Fig. 1: selected gate families
(4 px per um)
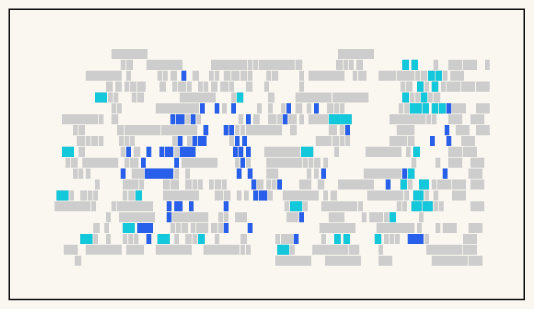
Fig. 2: nets reached from selected ports
(4 px per um)
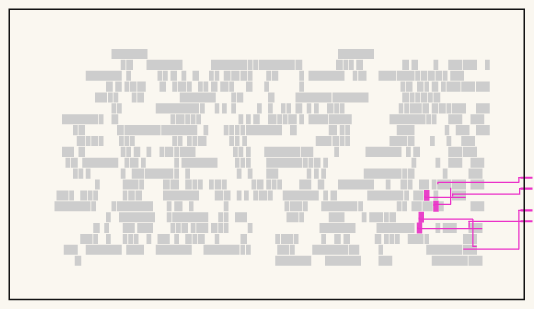
Fig. 3: local utilization
(3 px per um) 13 x 7 tiles, from dark purple (low) to yellow (high), 0 to 100% covered.
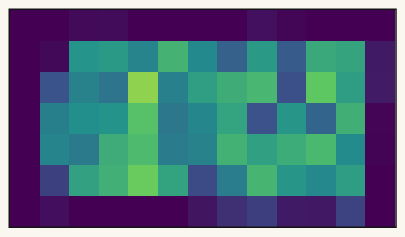
Fig. 4: sequential cells grouped by signal name
(4 px per um) Other sequential cells in the stronger gray, the rest of the logic in the fainter gray.
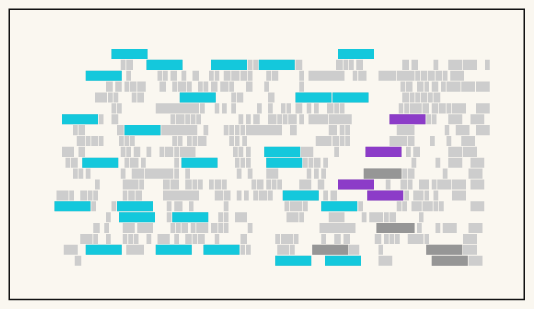
==> config.mk <==
export PLATFORM = sky130hd
export DESIGN_NAME = seg_display_ctrl_flat
export DESIGN_NICKNAME = d
export VERILOG_FILES = /design/src/rtl/seg_pkg.sv /design/src/rtl/seg_display_ctrl_if.sv /design/src/rtl/seg_display_ctrl_bin2seg.sv /design/src/rtl/seg_display_ctrl.sv /design/src/flat_wrapper.sv
export SDC_FILE = /design/constraint.sdc
export NUM_CORES = 1
export LEC_CHECK = 0
export ABC_AREA = 1
export CAP_MARGIN = 20
export CELL_PAD_IN_SITES_DETAIL_PLACEMENT = 0
export CELL_PAD_IN_SITES_GLOBAL_PLACEMENT = 1
export CORE_ASPECT_RATIO = 0.5
export CORE_MARGIN = 8
export CORE_UTILIZATION = 40
export DETAILED_ROUTE_END_ITERATION = 10
export GPL_ROUTABILITY_DRIVEN = 0
export PLACE_DENSITY_LB_ADDON = 0.1
export REMOVE_ABC_BUFFERS = 1
export SYNTH_ARGS = -nofsm -noshare
export SYNTH_HDL_FRONTEND = slang
export SYNTH_SLANG_ARGS = --single-unit
==> constraint.sdc <==
create_clock -name clk -period 5.2 [get_ports clk]
set_input_delay 1.04 -clock clk [delete_from_list [all_inputs] [get_ports clk]]
set_output_delay 1.04 -clock clk [all_outputs]
set_load 0.1 [all_outputs]
==> run summary <==
Numbers from the implementation run.

The run finished with clean final reports. According to the tapcell log, the count of inserted taps is about 90. The highest clock frequency the design can meet is 239 MHz. The HPWL after detailed placement is roughly 4.8 mm. The initial antenna violation count came to 0. The post-route cell area is between 3000 and 4000 um2. In this run the power spent charging and discharging nets is ~0.0013 W. The clock network accounts for between 10% and 20% of the total power. The path class of the tightest hold or removal check is reg2reg. The number of setup violations in the final report is 0. The sequential fraction of design power is approximately a fifth. The area taken by multi-input combinational cells is reported as ~1400 um2. STA classifies the critical path endpoint as a primary output. The synthesized netlist occupies a cell area of approximately 2500 um2. After routing, the total negative slack on setup checks comes to 0 ns. The clock tree buffer depth is 2. Setup repair after global routing left no endpoint under its margin. The leftover overflow at the end of global routing is 0. The share of post-route cells with drive strength above 1 is around a tenth. The number of buffers other than clock buffers in the final layout is 33. Per report_power, the combinational group accounts for 63.0% of the total. The design has 35 sequential cells. After clock tree synthesis, the flow added hold-fix buffers numbering 0. The number of logged tool warnings is 27. The transition time recorded at the tightest slew-check pin is around 0.99 ns.

In this run the static leakage power is roughly 1.5 nW. The share of the cycle needed by the critical path after routing is between 80% and 90%. In this run the core area contains 20 standard-cell rows. The warning count from the yosys run is 0.

Among all cell classes, the greatest summed area belongs to multi-input combinational cells. The total count of hold-check failures in the final report is 0. After detailed routing, the number of vias per cell comes to a little under 5. The number of clock buffer instances in the layout is 6. The synthesized chip area reported by yosys is roughly 2500 um2.

The number of buffers inserted during clock tree synthesis is 5. The number of cells on the worst reg-to-reg path is 9. The number of DRC violations after detailed routing is 0. After layout, the inverter instance count without clock inverters stands at 36. The clock network area share is 5.74%. The required time of the critical path is approximately 4.2 ns. The clock tree from TritonCTS is yes. The highest fanout seen on the critical path is 7. The first global-routing pass estimated between 10 and 15 mm of wire. According to the floorplan report, the die height is slightly above 70 um. The synthesis-to-finish area growth is 19.9%. Counting tap cells, the placed design contains a total of about 480 instances. The max-slew check reports its worst relative slack as ~34%. Buffers outside the clock tree occupy a little over a tenth of the routed design's cell area.
## Picture notes: Fig. 1
- blue: NOR gates (cells 59; most used nor2_1)
- cyan: inverting AOI/OAI gates (cells 36; most used o21ai_0)
Comb/total area: 46.5%
most common cell after layout, fill and taps aside: sky130_fd_sc_hd__nand2_1
filler-free cell count of the finished design: 483

## Picture notes: Fig. 2
- magenta: `bus_val_a` (bits 4; direction input; end cells 4; wire 138 um)
I/O pin count: 34
Port Buffer Count: 32

## Picture notes: Fig. 3
- nearly empty tiles: 26%
- tiles over 75% full: 2.2%
- densest ninth of the die: center
- fullest tile: 83%
- emptiest ninth of the die: north-west
- mean over tiles: 32%
post-layout util: 49.8%
fp_density: 41.5%
Std-Cell Core Area: 6080 um2

## Picture notes: Fig. 4
- purple: `u_core.r_disp` (placed flops 4; where east)
- cyan: `u_core.r_cnt` (placed flops 26)
- not colored: 5
sequential-cell power consumption: 0.000466 W
sequential share of cell area: 29.0%
area occupied by registers: 878 um2

placed cells by master, fill, tap and decap left out, types with 2 or more instances in the layout:
cell                              instances
sky130_fd_sc_hd__nor2_4                   3
sky130_fd_sc_hd__or2_2                    2
sky130_fd_sc_hd__nand2_1                113
sky130_fd_sc_hd__nand2_4                  3
sky130_fd_sc_hd__o21ai_0                 13
sky130_fd_sc_hd__o211ai_1                 4
sky130_fd_sc_hd__inv_1                   35
sky130_fd_sc_hd__nand3_1                 47
sky130_fd_sc_hd__o21ai_2                  9
sky130_fd_sc_hd__xor2_1                   6
sky130_fd_sc_hd__dfstp_2                  2
sky130_fd_sc_hd__a21oi_1                  4
sky130_fd_sc_hd__clkbuf_16                5
sky130_fd_sc_hd__dfrtp_1                 33
sky130_fd_sc_hd__nand4_1                  9
sky130_fd_sc_hd__o21ai_1                  4
sky130_fd_sc_hd__nor2_1                  50
sky130_fd_sc_hd__clkdlybuf4s50_1         31
sky130_fd_sc_hd__nor2_2                   5
sky130_fd_sc_hd__ha_1                     5
critical path: cells and delay by family (launching register included):
family                   cells  cell delay (ns)
AND-OR/OR-AND                3             0.62
adder cells (fa/ha/maj)      1             0.30
buffers and inverters        2             1.26
flip-flops                   1             0.39
AND/OR/NAND/NOR              4             0.29
cell families (layout without fill, tap and decap cells):
family	after synthesis	count (layout)	synth area share (%)
AOI/OAI and AO/OA	36	36	9.46
xor gates and xnor gates	7	7	2.43
adders and majority gates	5	5	2.48
buffers and inverters	50	77	9.51
DFF	35	35	34.8
other	1	1	0.148
and+or+nand+nor	234	234	41.2
per-layer routing:
layer	track usage (%)	part of all wire (%)	vias up
li1	-	-	1226
met1	19.8	51	1067
met2	23.3	40	52
met3	4.68	8.0	7
met4	4.44	1.1	0
met5	0	0	-
No activity file was given, so power comes from the tool's default toggle rates.
